==> images/layer_met3.png <==
(3 px per um) Cells faint in the background.
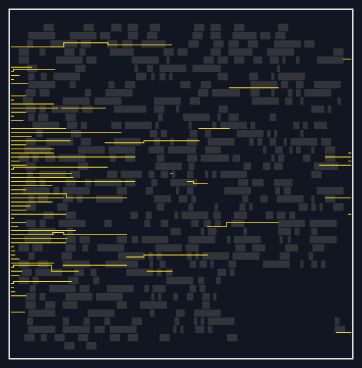
==> images/placement_by_type.png <==
(4 px per um)
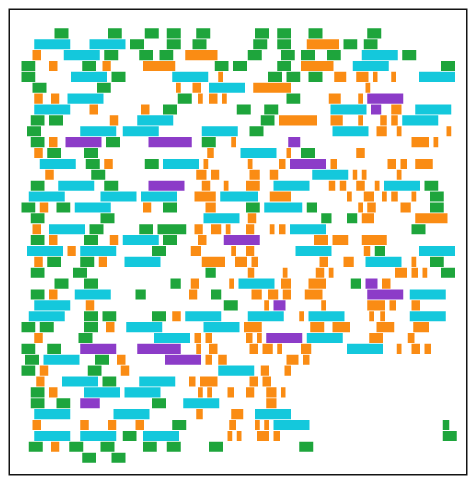
==> images/clocks.png <==
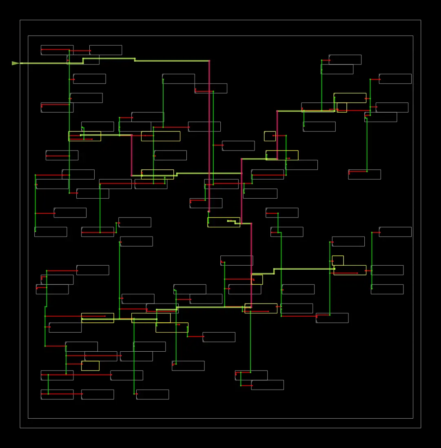
==> images/sizes.png <==
(2 px per um)
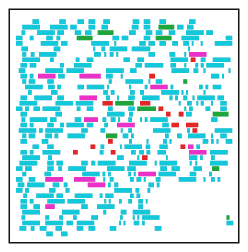
**src/rtl/pn_arbiter.sv**
```systemverilog
// Round-robin arbiter that grants one of four lanes access to a shared PN evaluator,
// streams the lane's tokens to the engine and returns the engine's result beats to that lane.
module pn_arbiter #(
    parameter int START_MAX = 15,
    parameter int WAIT_MAX  = 255
) (
    input  logic               clk,
    input  logic               rst_n,
    input  logic [3:0]         req,
    input  logic [7:0]         req_mode,
    input  logic [3:0]         req_operator,
    input  logic [11:0]        req_in,
    input  logic [3:0]         req_in_valid,
    output logic [3:0]         gnt,
    output logic [1:0]         eng_mode,
    output logic               eng_operator,
    output logic [2:0]         eng_in,
    output logic               eng_in_valid,
    input  logic               eng_out_valid,
    input  logic signed [31:0] eng_out,
    output logic               out_valid,
    output logic signed [31:0] out,
    output logic [1:0]         out_id,
    output logic               busy,
    output logic               err
);

    localparam int START_W = $clog2(START_MAX + 1);
    localparam int WAIT_W  = $clog2(WAIT_MAX + 1);
    localparam logic [START_W-1:0] START_LAST = START_W'(START_MAX - 1);
    localparam logic [WAIT_W-1:0]  WAIT_LAST  = WAIT_W'(WAIT_MAX - 1);
    localparam logic [3:0]         TOK_MAX    = 4'd12;

    typedef enum logic [1:0] {ST_IDLE, ST_STREAM, ST_WAIT} state_t;

    state_t             state, next_state;
    logic [1:0]         last, gnt_idx, pick;
    logic [3:0]         tok_cnt;
    logic [START_W-1:0] start_cnt;
    logic [WAIT_W-1:0]  wait_cnt;
    logic               seen_beat;
    logic               take_grant, fwd, drop_err, timeout, release_gnt;
    logic               lane_valid, lane_op;
    logic [2:0]         lane_in;
    logic [1:0]         lane_mode;

    assign lane_valid = req_in_valid[gnt_idx];
    assign lane_op    = req_operator[gnt_idx];
    assign lane_in    = req_in[int'(gnt_idx) * 3 +: 3];
    assign lane_mode  = req_mode[int'(gnt_idx) * 2 +: 2];
    assign busy       = (state != ST_IDLE);

    // Offsets are scanned farthest-first so the nearest requester after 'last' is the final write.
    always_comb begin
        logic [1:0] cand;
        pick = '0;
        for (int i = 4; i >= 1; i--) begin
            cand = last + 2'(i);
            if (req[cand]) pick = cand;
        end
    end

    always_ff @(posedge clk or negedge rst_n) begin
        if (!rst_n) state <= ST_IDLE;
        else        state <= next_state;
    end

    // NOTE: every comb output gets a default first, so no path leaves it unassigned (no latch).
    always_comb begin
        next_state  = state;
        take_grant  = 1'b0;
        fwd         = 1'b0;
        drop_err    = 1'b0;
        timeout     = 1'b0;
        release_gnt = 1'b0;
        unique case (state)
            ST_IDLE: begin
                if (|req) begin
                    take_grant = 1'b1;
                    next_state = ST_STREAM;
                end
            end
            ST_STREAM: begin
                if (lane_valid) begin
                    if (tok_cnt < TOK_MAX)       fwd      = 1'b1;
                    else if (tok_cnt == TOK_MAX) drop_err = 1'b1;
                end else if (tok_cnt != 4'd0) begin
                    next_state = ST_WAIT;
                end else if (start_cnt == START_LAST) begin
                    timeout     = 1'b1;
                    release_gnt = 1'b1;
                    next_state  = ST_IDLE;
                end
            end
            ST_WAIT: begin
                if (!eng_out_valid) begin
                    if (seen_beat) begin
                        release_gnt = 1'b1;
                        next_state  = ST_IDLE;
                    end else if (wait_cnt == WAIT_LAST) begin
                        timeout     = 1'b1;
                        release_gnt = 1'b1;
                        next_state  = ST_IDLE;
                    end
                end
            end
            default: next_state = ST_IDLE;
        endcase
    end

    // NOTE: sequential state uses non-blocking assignments only, so every register samples pre-edge values.
    always_ff @(posedge clk or negedge rst_n) begin
        if (!rst_n) begin
            last         <= 2'd3;
            gnt          <= '0;
            gnt_idx      <= '0;
            tok_cnt      <= '0;
            start_cnt    <= '0;
            wait_cnt     <= '0;
            seen_beat    <= 1'b0;
            eng_mode     <= '0;
            eng_operator <= 1'b0;
            eng_in       <= '0;
            eng_in_valid <= 1'b0;
            out_valid    <= 1'b0;
            out          <= '0;
            out_id       <= '0;
            err          <= 1'b0;
        end else begin
            err <= drop_err | timeout;

            if (take_grant) begin
                gnt       <= 4'b0001 << pick;
                gnt_idx   <= pick;
                tok_cnt   <= '0;
                start_cnt <= '0;
            end

            if (release_gnt) begin
                gnt          <= '0;
                last         <= gnt_idx;
                eng_mode     <= '0;
                eng_operator <= 1'b0;
                eng_in       <= '0;
            end

            if (state == ST_STREAM) begin
                eng_in_valid <= fwd;
                if (fwd) begin
                    eng_operator <= lane_op;
                    eng_in       <= lane_in;
                    tok_cnt      <= tok_cnt + 4'd1;
                    if (tok_cnt == 4'd0) eng_mode <= lane_mode;
                end
                // Parking the counter one past the limit makes the drop error fire exactly once.
                if (drop_err) tok_cnt <= TOK_MAX + 4'd1;
                if (!lane_valid && tok_cnt == 4'd0) start_cnt <= start_cnt + START_W'(1);
                wait_cnt  <= '0;
                seen_beat <= 1'b0;
            end else begin
                eng_in_valid <= 1'b0;
            end

            if (state == ST_WAIT) begin
                out_valid <= eng_out_valid;
                out       <= eng_out_valid ? eng_out : '0;
                out_id    <= eng_out_valid ? gnt_idx : '0;
                if (eng_out_valid) seen_beat <= 1'b1;
                else               wait_cnt  <= wait_cnt + WAIT_W'(1);
            end else begin
                out_valid <= 1'b0;
                out       <= '0;
                out_id    <= '0;
            end
        end
    end

endmodule

```
**config.mk**
```make
export PLATFORM = sky130hd
export DESIGN_NAME = pn_arbiter
export DESIGN_NICKNAME = d
export VERILOG_FILES = /design/src/rtl/pn_arbiter.sv
export SDC_FILE = /design/constraint.sdc
export NUM_CORES = 1
export LEC_CHECK = 0
export CAP_MARGIN = 20
export CELL_PAD_IN_SITES_DETAIL_PLACEMENT = 1
export CELL_PAD_IN_SITES_GLOBAL_PLACEMENT = 2
export CORE_AREA = 2 2 112 114
export DETAILED_ROUTE_END_ITERATION = 8
export DIE_AREA = 0 0 114 116
export HOLD_SLACK_MARGIN = 0.1
export PLACE_DENSITY_LB_ADDON = 0.1
export RECOVER_POWER = 50
export SYNTH_ARGS = -nofsm -noshare
export SYNTH_HDL_FRONTEND = slang
export SYNTH_SLANG_ARGS = --single-unit
```
**constraint.sdc**
```tcl
create_clock -name clk -period 2.55 [get_ports clk]
set_clock_uncertainty 0.1 [all_clocks]
set_input_delay 0.255 -clock clk [delete_from_list [all_inputs] [get_ports clk]]
set_output_delay 0.255 -clock clk [all_outputs]
set_load 0.01 [all_outputs]
```
==> flow_summary.yaml <==
# physical design summary
pwr:
  internal-power_mw: 2.93
  peakVddDrop_uv: 411
  share_comb_of_total_power: 0.336
  clkPwrFrac: 0.328
  sw_frac_of_total: 0.313
  power.group.top: "sequential cells"
  powerSeq_mw: 1.43
  power_frac_seq: 0.337
  p_leak_nw: 2.24
  p_per_area_nw_per_um2: 878
  comb_power_mw: 1.43
placed_design:
  hpwl_mm: 6.45
  dp_slack_ns: 0.323
  post_dp_cell_area_sq_um: 4510
  portBuffers: 114
clocking:
  cts_tree: "yes"
  clkLatencyLatePin_ns: 0.34
  cts_setup_buffers: 0
  cts_hold_buf: 1
  clockBufferDepth: 2
  root_buffer: "clkbuf_16"
  h-tree-depth: 3
  cts.clk_slew.worst_paths_ns: 0.06
  ctsResizeCount: 0
layout:
  mostFrequentLayoutCells: "clkdlybuf4s50_1 (113), dfrtp_1 (68), and3_1 (36)"
  lay_top_count: "clkdlybuf4s50_1"
  nets: 476
  diodes: 0
  drive_above_1_share: 0.101
hold_path:
  holdCritStartpoint: "eng_out[16]"
  hold_class: "primary input to flop"
floorplan:
  die_area_sq_um: 13200
  die_h_um: 116
  fp_util: 0.267
  core_sq_um: 11900
  ioPinCount: 115
  die_width_um: 114
synth:
  yosysWarnings: 0
  synth_nets: 355
  synth.distinct_cells: 44
  syn_inst: 279
  synth_flops: 70
  seq_area_frac_synth: 0.552
  syn_area_per_cell_sq_um: 11.4
  synth_area_sq_um: 3180
  yosys_area_sq_um: 3180
  ys_cells: 279
setup_path:
  critPathKind: "flop to output pin"
  worstRegToRegCells: 7
  slowest_delay_ns: 0.54
  crit_slowest_cell: "clkdlybuf4s50_1"
  cp.required_ns: 2.19
  reg2reg_from: "tok_cnt[0]"
  worst-path-buf-inv: 3
  timing.critical_path.from: "state[0]"
  timing.rr.end: "last[0]"
  crit_fanout: 3
  crit_path_frequent_cell: "inv_1"
  crit_path_end: "busy"
  cp.depth: 4
  path_cells: "inv_1, ha_1, inv_1, clkdlybuf4s50_1"
  crit_family: "buffers and inverters"
  crit_arrival_ns: 1.67
  crit_path_start_kind: "flop"
run_status:
  status: "finished, final reports clean"
global_routing:
  grt_pass1_vias: 2768
  grt_antenna_before_repair: 0
  gr-total-overflow: 0
  grt_usage: 0.143
  grt_pass1_wl_mm: 14.5
  grt_max_degree: 42
final_timing:
  rsz0062_at_grt: "false"
  finalCritPeriodShare: 0.794
  slew_violations: 0
  hold_violations: 0
  max_freq_mhz: 494
  fin_tns_setup_ns: 0
  post-route-min-period_ns: 2.03
  max_slew_margin: 0.231
  finalSetupViolations: 0
  tightestPinTransition_ns: 1.15
route:
  ant_nets: 0
  wirelength_mm: 9.06
  route.detailed.wl_per_inst_um: 16.4
  drc: 0
  routed-via-count: 2574
  firstDrtPassIters: 4
run:
  drv_cap: 0
  warnings: 31
About layer_met3.png:
65 nets have wire on it. The layer holds 10% of the routed length. The longest straight run is 41.2 um. The layer carries 912 um of wire. The wires run mostly horizontal.

About placement_by_type.png:
Key: remaining buffers and delay cells = green [cells 125, share of their area 26%]; combinational and other logic = orange [cells 194, share of their area 29%]; clock drivers and dummy loads = purple [cells 16, share of their area 7.1%]; sequential cells = cyan [cells 70, share of their area 38%]
Design Area, Final: 4850 sq um
Final Core Density: 0.407
row count: 40

About clocks.png:
Flops: 70
P_clk: 1.39 mW
# clock sinks: 70
Num CTS Buffers: 9

About sizes.png:
Key: _6 and larger = magenta [cells 14]; _3 and _4 cells = red [cells 16]; _2 cells = green [cells 11]; _0 and _1 cells = cyan [cells 364]
PnR worst setup slack: 0.525 ns
Buffers, non-clock: 125
Area Overhead vs Synth: 52.5%

## per-stage QoR
step / hold WS [ns] / power [mW] / util / cells
floorplan: -0.141 / 2.26 / - / 279
global placement: 0.198 / 2.89 / 0.378 / 535
detailed placement: 0.205 / 2.91 / 0.378 / 535
CTS: 0.379 / 4.35 / 0.407 / 552
global route: 0.393 / 4.53 / 0.407 / 552
finish: 0.408 / 4.26 / 0.407 / 552
## per-layer routing
metal  wire [um]  share of wire  track usage  vias up
met1        3870           0.43        0.171     1260
li1            -              -            -     1227
met2        4170           0.46        0.218       75
met4         110          0.012       0.0439        0
met5           0              0            0        -
met3         912           0.10       0.0837       12
## worst min-delay path by stage
stage | to | slack (ns) | cells after the start
detailed placement | wait_cnt[4] | 0.20 | 1
global placement | wait_cnt[5] | 0.20 | 1
CTS | wait_cnt[6] | 0.38 | 2
global route | out[23] | 0.39 | 2
finish | out[16] | 0.41 | 2
floorplan | eng_in[0] | -0.14 | 0
## final cells by class
| type | instances | area, sq um |
|---|---|---|
| Clock buffer | 10 | 239 |
| Clock inverter | 6 | 93.8 |
| Fill cell | 1337 | 7060 |
| Inverter | 14 | 52.6 |
| Multi-Input combinational cell | 180 | 1290 |
| Sequential cell | 70 | 1750 |
| Tap cell | 147 | 184 |
| Timing Repair Buffer | 125 | 1230 |
## cell families (layout without fill, tap and decap cells)
| family | Yosys count | after routing | share of synthesized area |
|---|---|---|---|
| buffers and inverters | 29 | 155 | 0.0421 |
| muxes | 14 | 14 | 0.0775 |
| adders and majority gates | 9 | 9 | 0.0354 |
| AOI/OAI and AO/OA | 46 | 46 | 0.0945 |
| xor gates and xnor gates | 3 | 3 | 0.00827 |
| and+or+nand+nor | 108 | 108 | 0.190 |
| DFF | 70 | 70 | 0.552 |
## synth_stat cells (all sizes together)
library cell / instances / share of area
dfrtp: 68 / 0.54
and3: 36 / 0.071
nand2: 26 / 0.034
o21ai: 17 / 0.027
inv: 14 / 0.017
nor2: 11 / 0.013
clkbuf: 10 / 0.012
ha: 9 / 0.035
mux4: 7 / 0.052
nand3: 7 / 0.015
nand4: 7 / 0.014
nand2b: 6 / 0.012
a21oi: 5 / 0.0079
buf: 5 / 0.014
nor2b: 5 / 0.0098
mux2i: 4 / 0.013
nand3b: 4 / 0.0094
o2bb2ai: 4 / 0.011
a21o: 3 / 0.0071
and2: 3 / 0.0059
mux2: 3 / 0.013
o211ai: 3 / 0.0071
o22ai: 3 / 0.0059
a22oi: 2 / 0.0047
a31oi: 2 / 0.0039
dfstp: 2 / 0.017
o41ai: 2 / 0.0079
xor2: 2 / 0.0055
a211oi: 1 / 0.0024
a21boi: 1 / 0.0024
a41oi: 1 / 0.0028
and3b: 1 / 0.0028
nor3b: 1 / 0.0024
o21bai: 1 / 0.0024
o31ai: 1 / 0.0024
or3: 1 / 0.0020
xnor2: 1 / 0.0028
## state kept, by name, summed over array words and instances, names as in the netlist
signal / flops
eng_in: 3
seen_beat: 1
state: 2
start_cnt: 4
eng_operator: 1
last: 2
out_valid: 1
eng_in_valid: 1
err: 1
tok_cnt: 4
out: 32
gnt: 4
out_id: 2
wait_cnt: 8
gnt_idx: 2
eng_mode: 2
Power is estimated from default activity; no workload was simulated.
